**Run 1: met1 routing**

(4 px per um) Supply wires on this layer in grey. Cells faint in the background.
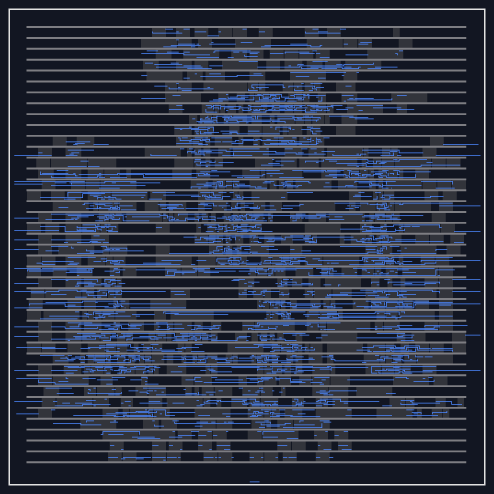
**Run 1: M2 wires**

(4 px per um)
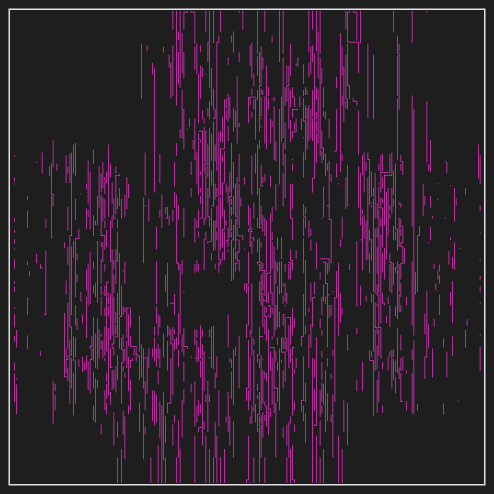
**Run 1: metal 3**

(4 px per um) Cells faint in the background.
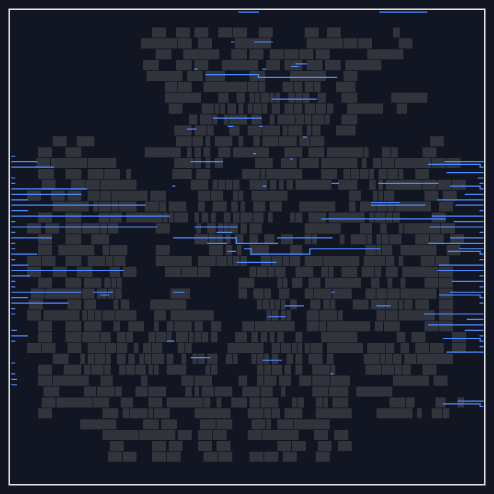
**Run 1: M4 wires**

(3 px per um) Supply wires on this layer in grey. Cells faint in the background.
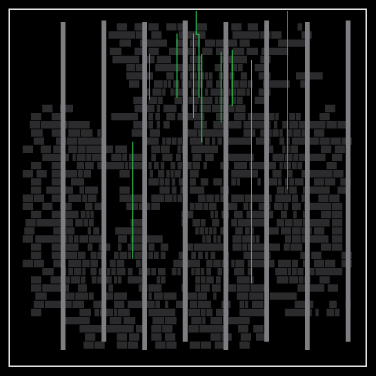
$ cat src/rtl/nco_pkg.sv
// Shared constants and types for the carrier NCO and its quarter-wave lookup.
// The optional phase dither (macro CARRIER_NCO_DITHER_EN) uses the LFSR constants here.
package nco_pkg;

    localparam int PHASE_WIDTH_DEF = 32;
    localparam int COUNT_WIDTH_DEF = 16;
    localparam int LUT_IDX_W       = 6;
    localparam int MAG_W           = 4;

    // Quarter-wave magnitudes, round(15*cos((k+0.5)*pi/32)).
    // Element 0 is the rightmost entry of the literal.
    localparam logic [15:0][MAG_W-1:0] QUARTER_TABLE = {
        4'd1,  4'd2,  4'd4,  4'd5,  4'd6,  4'd8,  4'd9,  4'd10,
        4'd11, 4'd12, 4'd13, 4'd14, 4'd14, 4'd15, 4'd15, 4'd15
    };

    // Fibonacci LFSR x^16 + x^14 + x^13 + x^11 + 1 (tap bits 15,13,12,10).
    localparam logic [15:0] LFSR_SEED = 16'hACE1;
    localparam logic [15:0] LFSR_TAPS = 16'hB400;

    // One quantised carrier sample: magnitude plus sign (1 = negative).
    typedef struct packed {
        logic [MAG_W-1:0] cos_mag;
        logic [MAG_W-1:0] sin_mag;
        logic             cos_sign;
        logic             sin_sign;
    } iq_sample_t;

endpackage

$ cat src/rtl/carrier_quarter_lut.sv
// Combinational 64-point cos/sin lookup built from a 16-entry quarter table.
// index[5:4] selects the quadrant, index[3:0] the position inside it.
module carrier_quarter_lut
    import nco_pkg::*;
(
    input  logic [LUT_IDX_W-1:0] index,
    output logic [MAG_W-1:0]     cos_value,
    output logic [MAG_W-1:0]     sin_value,
    output logic                 cos_sign,
    output logic                 sin_sign
);

    logic [1:0] q;
    logic [3:0] k;

    // Odd quadrants mirror the table; signs follow the quadrant.
    always_comb begin
        q         = index[5:4];
        k         = index[3:0];
        cos_value = q[0] ? QUARTER_TABLE[~k] : QUARTER_TABLE[k];
        sin_value = q[0] ? QUARTER_TABLE[k]  : QUARTER_TABLE[~k];
        cos_sign  = q[1] ^ q[0];
        sin_sign  = q[1];
    end

endmodule

$ cat src/rtl/carrier_nco.sv
// Carrier NCO for one correlator channel: phase accumulator, carrier-cycle
// counter and registered quantised cos/sin output, one value per valid sample.
// Optional lookup-phase dither enabled by defining CARRIER_NCO_DITHER_EN.
module carrier_nco
    import nco_pkg::*;
#(
    parameter int PHASE_WIDTH = PHASE_WIDTH_DEF,
    parameter int COUNT_WIDTH = COUNT_WIDTH_DEF
) (
    input  logic                   clk,
    input  logic                   rst_b,
    input  logic                   sample_valid_i,
    input  logic [PHASE_WIDTH-1:0] carrier_freq_i,
    input  logic                   phase_load_i,
    input  logic [PHASE_WIDTH-1:0] carrier_phase_i,
    output logic [MAG_W-1:0]       cos_value_o,
    output logic [MAG_W-1:0]       sin_value_o,
    output logic                   cos_sign_o,
    output logic                   sin_sign_o,
    output logic                   nco_valid_o,
    output logic [PHASE_WIDTH-1:0] carrier_phase_o,
    output logic [COUNT_WIDTH-1:0] carrier_count_o
);

    localparam int STAGES = 1;

    logic [PHASE_WIDTH-1:0] acc;
    logic [PHASE_WIDTH-1:0] phase_eff;
    logic [PHASE_WIDTH:0]   sum;
    logic                   carry;
    logic [COUNT_WIDTH-1:0] cnt;
    logic [COUNT_WIDTH-1:0] cnt_base;
    logic [LUT_IDX_W-1:0]   lut_idx;
    iq_sample_t             lut_out;
    iq_sample_t             out_q;
    logic [STAGES:0]        vld_pipe;

    // Effective phase for this cycle, the advanced phase and the counter base.
    always_comb begin
        phase_eff = phase_load_i ? carrier_phase_i : acc;
        sum       = {1'b0, phase_eff} + {1'b0, carrier_freq_i};
        carry     = sum[PHASE_WIDTH];
        cnt_base  = phase_load_i ? '0 : cnt;
    end

`ifdef CARRIER_NCO_DITHER_EN
    logic [15:0] lfsr;
    logic [15:0] dith_hi;

    // LFSR steps once per sample; a phase load leaves it running.
    always_ff @(posedge clk or negedge rst_b) begin
        if (!rst_b)              lfsr <= LFSR_SEED;
        else if (sample_valid_i) lfsr <= {lfsr[14:0], ^(lfsr & LFSR_TAPS)};
    end

    // Dither only perturbs the lookup index; the top 16 phase bits are
    // enough since the added value is zero below bit PW-16.
    always_comb begin
        dith_hi = phase_eff[PHASE_WIDTH-1 -: 16] + {6'b0, lfsr[9:0]};
        lut_idx = dith_hi[15 -: LUT_IDX_W];
    end
`else
    // Lookup index is the top bits of the effective phase.
    always_comb begin
        lut_idx = phase_eff[PHASE_WIDTH-1 -: LUT_IDX_W];
    end
`endif

    carrier_quarter_lut u_lut (
        .index     (lut_idx),
        .cos_value (lut_out.cos_mag),
        .sin_value (lut_out.sin_mag),
        .cos_sign  (lut_out.cos_sign),
        .sin_sign  (lut_out.sin_sign)
    );

    // Accumulator advances on a sample, otherwise just takes the (loaded) phase.
    always_ff @(posedge clk or negedge rst_b) begin
        if (!rst_b)              acc <= '0;
        else if (sample_valid_i) acc <= sum[PHASE_WIDTH-1:0];
        else                     acc <= phase_eff;
    end

    // Carrier-cycle counter: a load clears it, a carry on a sample adds one.
    always_ff @(posedge clk or negedge rst_b) begin
        if (!rst_b)                      cnt <= '0;
        else if (sample_valid_i && carry) cnt <= cnt_base + COUNT_WIDTH'(1);
        else                             cnt <= cnt_base;
    end

    // Output sample register; holds its value across sample gaps.
    always_ff @(posedge clk or negedge rst_b) begin
        if (!rst_b)              out_q <= '0;
        else if (sample_valid_i) out_q <= lut_out;
    end

    assign vld_pipe[0] = sample_valid_i;

    // Valid shift register aligned with the output register.
    always_ff @(posedge clk or negedge rst_b) begin
        if (!rst_b) vld_pipe[STAGES:1] <= '0;
        else        vld_pipe[STAGES:1] <= vld_pipe[STAGES-1:0];
    end

    assign cos_value_o     = out_q.cos_mag;
    assign sin_value_o     = out_q.sin_mag;
    assign cos_sign_o      = out_q.cos_sign;
    assign sin_sign_o      = out_q.sin_sign;
    assign nco_valid_o     = vld_pipe[STAGES];
    assign carrier_phase_o = acc;
    assign carrier_count_o = cnt;

endmodule

$ cat config.mk
export PLATFORM = sky130hd
export DESIGN_NAME = carrier_nco
export DESIGN_NICKNAME = d
export VERILOG_FILES = /design/src/rtl/nco_pkg.sv /design/src/rtl/carrier_quarter_lut.sv /design/src/rtl/carrier_nco.sv
export SDC_FILE = /design/constraint.sdc
export NUM_CORES = 1
export LEC_CHECK = 0
export CAP_MARGIN = 30
export CORE_MARGIN = 4
export CORE_UTILIZATION = 40
export CTS_BUF_LIST = sky130_fd_sc_hd__clkbuf_8
export DETAILED_ROUTE_END_ITERATION = 8
export PLACE_DENSITY = 0.71
export REMOVE_ABC_BUFFERS = 1
export SETUP_SLACK_MARGIN = 0.4
export SYNTH_ARGS = -nofsm -noshare
export SYNTH_HDL_FRONTEND = slang
export SYNTH_HIERARCHICAL = 1
export SYNTH_SLANG_ARGS = --single-unit
$ cat constraint.sdc
create_clock -name clk -period 9.4 [get_ports clk]
set_input_delay 2.35 -clock clk [delete_from_list [all_inputs] [get_ports clk]]
set_output_delay 2.35 -clock clk [all_outputs]
set_load 0.05 [all_outputs]
==> run_results.csv, run 1 <==
group,metric,value,unit
run_status,status,"complete, no violations",
finish,nNonClkBuffers,129,
routing,dr.pass1.iters,4,
finish,fin_util,54.3,%
floorplan,fp_util,40.8,%
routing,drt-initial-drc-count,313,
critical_path,worstReg2RegEnd,"carrier_count_o[15]",
pwr,combPwrFrac,60.8,%
worst_hold_path,min_from,"cos_sign_o",
yosys,postSynthSeqShare,30.2,%
finish,comb_area_share,50.2,%
placed_design,placed_cells_incl_taps,793,
finish,nClkBuffers,12,
critical_path,crit_path_start_kind,"primary input",
final_timing,max_slew_margin,47.8,%
routing,routed.top_layer,"met4",
finish,instances_no_fill,809,
routing,wl_met3,839,um
critical_path,cp_data_required_time,9.67,ns
final_timing,finalClockSkew,0.00919,ns
critical_path,crit_buf_inv,2,
yosys,top_area_cell,"dfrtp_1",
yosys,aoi_share,19.7,%
yosys,avgSynthCellArea,9.06,um^2
yosys,top_area_share,30.2,%
final_timing,finalSetupTns,0,ns
finish,clk_share,4.01,%
yosys,async_reset_ff_share,100,%
pwr,powerClk,303,uW
worst_hold_path,hold_depth,1,
finish,dominant_cells,"multi-input combinational cells",
worst_hold_path,hold_class,"reg -> reg",
critical_path,worstReg2RegStart,"carrier_phase_o[2]",
cts,clkSinkCount,59,
job,drv_cap,0,
yosys,synth_xor_xnor_area_share,6.63,%
critical_path,path_depth,12,
routing,detail-route-antenna-nets,0,
yosys,area_leaders,"dfrtp_1 30%, mux2_2 12%, ha_1 10%",
finish,inv_count,11,
global_routing,gr-max-usage-layer,"met2",
-- 'met1 routing' (at the start) --
longest straight run: 31.7 um
share of all routed wire: 45%
wire length on this layer: 5770 um
final WL: 12.9 mm
GR Util met1: 23.6%
vias: 4445

-- 'M2 wires' (at the start) --
share of all routed wire: 46%
main direction: vertical
wire length on this layer: 6000 um
nets with wire on the layer: 669
longest straight run: 56.4 um
grt met2 use: 30.5%

-- 'metal 3' (at the start) --
share of all routed wire: 6.5%
main direction: horizontal
wire length on this layer: 840 um
nets with wire on the layer: 101
longest straight run: 39.3 um
met3 usage: 4.88%

-- 'M4 wires' (at the start) --
share of all routed wire: 2.6%
nets with wire on the layer: 9
wire length on this layer: 336 um
main direction: vertical
longest straight run: 74.1 um

==> run 1 -> run 2 <==
--- a/config.mk
+++ b/config.mk
@@ -10,7 +10,7 @@
 export CORE_UTILIZATION = 40
 export CTS_BUF_LIST = sky130_fd_sc_hd__clkbuf_8
 export DETAILED_ROUTE_END_ITERATION = 8
-export PLACE_DENSITY = 0.71
+export PLACE_DENSITY = 0.73
 export REMOVE_ABC_BUFFERS = 1
 export SETUP_SLACK_MARGIN = 0.4
 export SYNTH_ARGS = -nofsm -noshare
==> constraint.sdc (replaced) <==
create_clock -name clk -period 4.7 [get_ports clk]
set_input_delay 1.175 -clock clk [delete_from_list [all_inputs] [get_ports clk]]
set_output_delay 1.175 -clock clk [all_outputs]
set_load 0.05 [all_outputs]
**Run 2: M2 wires**

(4 px per um)
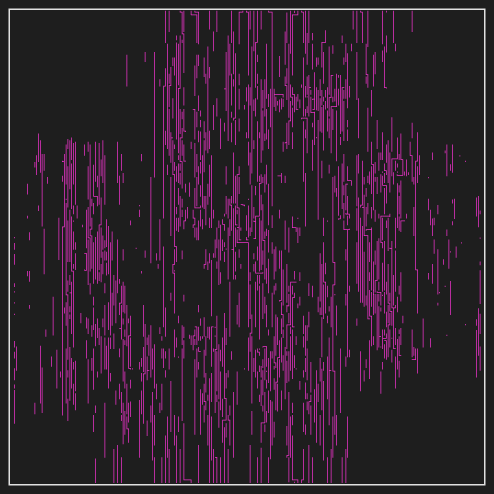
nets with wire on the layer: 696
share of all routed wire: 49%
vias: 4545
final WL: 12.9 mm
grt met2 use: 31.4%

**Run 2: metal 3**

(4 px per um) Cells faint in the background.
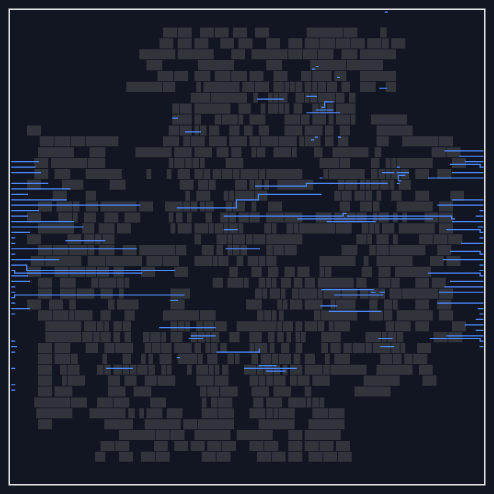
longest straight run: 42.3 um
wire length on this layer: 881 um
nets with wire on the layer: 100
share of all routed wire: 6.8%
main direction: horizontal
met3 usage: 4.59%

**Run 2: routing congestion map**

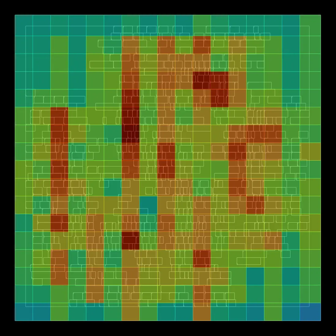
GRT Total Usage: 18.4%
GR Util met1: 22.6%
Finished Core Util: 54.6%
Most Used Layer, Global Route: met2

==> run_results.csv, run 2 <==
group,metric,value,unit
run_status,status,"complete, no violations",
final_timing,finalClockSkew,0.0116,ns
floorplan,fp_util,40.8,%
critical_path,cp_data_required_time,4.97,ns
finish,nClkBuffers,9,
routing,detail-route-antenna-nets,0,
finish,clk_share,2.35,%
critical_path,worstReg2RegStart,"carrier_phase_o[7]",
worst_hold_path,min_from,"sin_value_o[0]",
finish,instances_no_fill,824,
routing,drt-initial-drc-count,309,
yosys,area_leaders,"dfrtp_1 30%, mux2_2 12%, ha_1 10%",
job,drv_cap,0,
final_timing,max_slew_margin,52.5,%
worst_hold_path,hold_class,"reg -> reg",
yosys,postSynthSeqShare,30.2,%
worst_hold_path,hold_depth,1,
routing,wl_met3,881,um
yosys,avgSynthCellArea,9.06,um^2
critical_path,crit_buf_inv,2,
critical_path,worstReg2RegEnd,"carrier_count_o[15]",
pwr,powerClk,382,uW
==> run 2 -> run 3 <==
--- a/config.mk
+++ b/config.mk
@@ -6,7 +6,7 @@
 export NUM_CORES = 1
 export LEC_CHECK = 0
 export CAP_MARGIN = 30
-export CORE_MARGIN = 4
+export CORE_MARGIN = 2
 export CORE_UTILIZATION = 40
 export CTS_BUF_LIST = sky130_fd_sc_hd__clkbuf_8
 export DETAILED_ROUTE_END_ITERATION = 8
**Run 3: M2 wires**

(4 px per um)
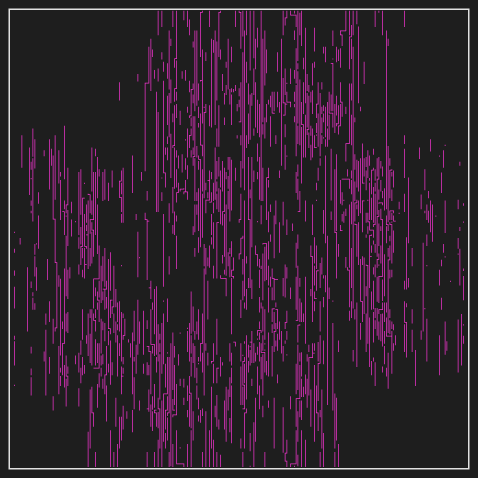
main direction: vertical
nets with wire on the layer: 698
share of all routed wire: 48%
final WL: 12.9 mm
vias: 4577
grt met2 use: 33.9%

**Run 3: metal 3**

(4 px per um) Cells faint in the background.
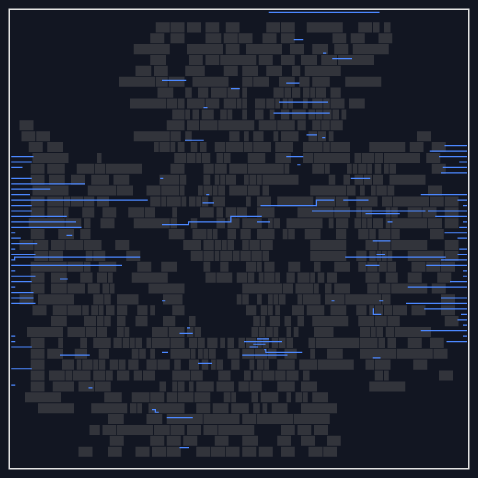
main direction: horizontal
share of all routed wire: 5.5%
wire length on this layer: 711 um
nets with wire on the layer: 98
longest straight run: 33.8 um
met3 usage: 3.65%

==> run_results.csv, run 3 <==
group,metric,value,unit
global_routing,gr-max-usage-layer,"met2",
cts,clkSinkCount,59,
run_status,status,"complete, no violations",
yosys,synth_xor_xnor_area_share,6.63,%
worst_hold_path,hold_class,"reg -> reg",
critical_path,crit_path_start_kind,"primary input",
job,drv_cap,0,
finish,syn2layout_area_growth,34.2,%
floorplan,num_io_pins,127,
pwr,irDropWorstVdd,0.255,mV
finish,dominant_cells,"multi-input combinational cells",
critical_path,path_depth,14,
yosys,area_leaders,"dfrtp_1 30%, mux2_2 12%, ha_1 10%",
critical_path,worstReg2RegStart,"carrier_phase_o[0]",
final_timing,finalSetupTns,0,ns
routing,detail-route-antenna-nets,0,
finish,instances_no_fill,825,
global_routing,use_met1,24.9,%
finish,nonClkBufAreaFrac,21.2,%
yosys,top_area_share,30.2,%
floorplan,fp_util,40.8,%
pwr,combPwrFrac,64.0,%
yosys,top_area_cell,"dfrtp_1",
critical_path,cp_data_required_time,4.93,ns
finish,inv_count,11,
finish,nNonClkBuffers,145,
finish,fin_util,54.8,%
routing,drt-initial-drc-count,218,
placed_design,place_area,6330,um^2
routing,dr.pass1.iters,4,
pwr,total_power,3380,uW
yosys,aoi_share,19.7,%
critical_path,worstReg2RegEnd,"carrier_count_o[1]",
yosys,avgSynthCellArea,9.06,um^2
routing,wl_met3,710,um
critical_path,crit_buf_inv,3,
finish,nClkBuffers,9,
placed_design,placed_cells_incl_taps,807,
worst_hold_path,min_from,"sin_sign_o",
final_timing,max_slew_margin,59.0,%
finish,comb_area_share,49.9,%
final_timing,finalClockSkew,0.00809,ns
global_routing,grt.total_usage,20.0,%
yosys,postSynthSeqShare,30.2,%
**Run 3: M4 wires**

(3 px per um) Supply wires on this layer in grey. Cells faint in the background.
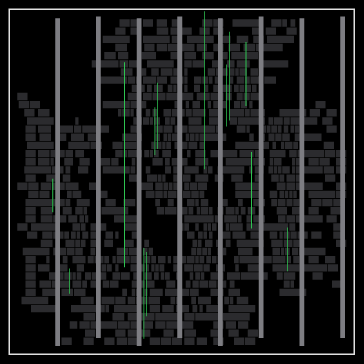
wire length on this layer: 338 um
share of all routed wire: 2.6%
longest straight run: 68.0 um
nets with wire on the layer: 11
main direction: vertical

Power and IR drop assume default switching activity.
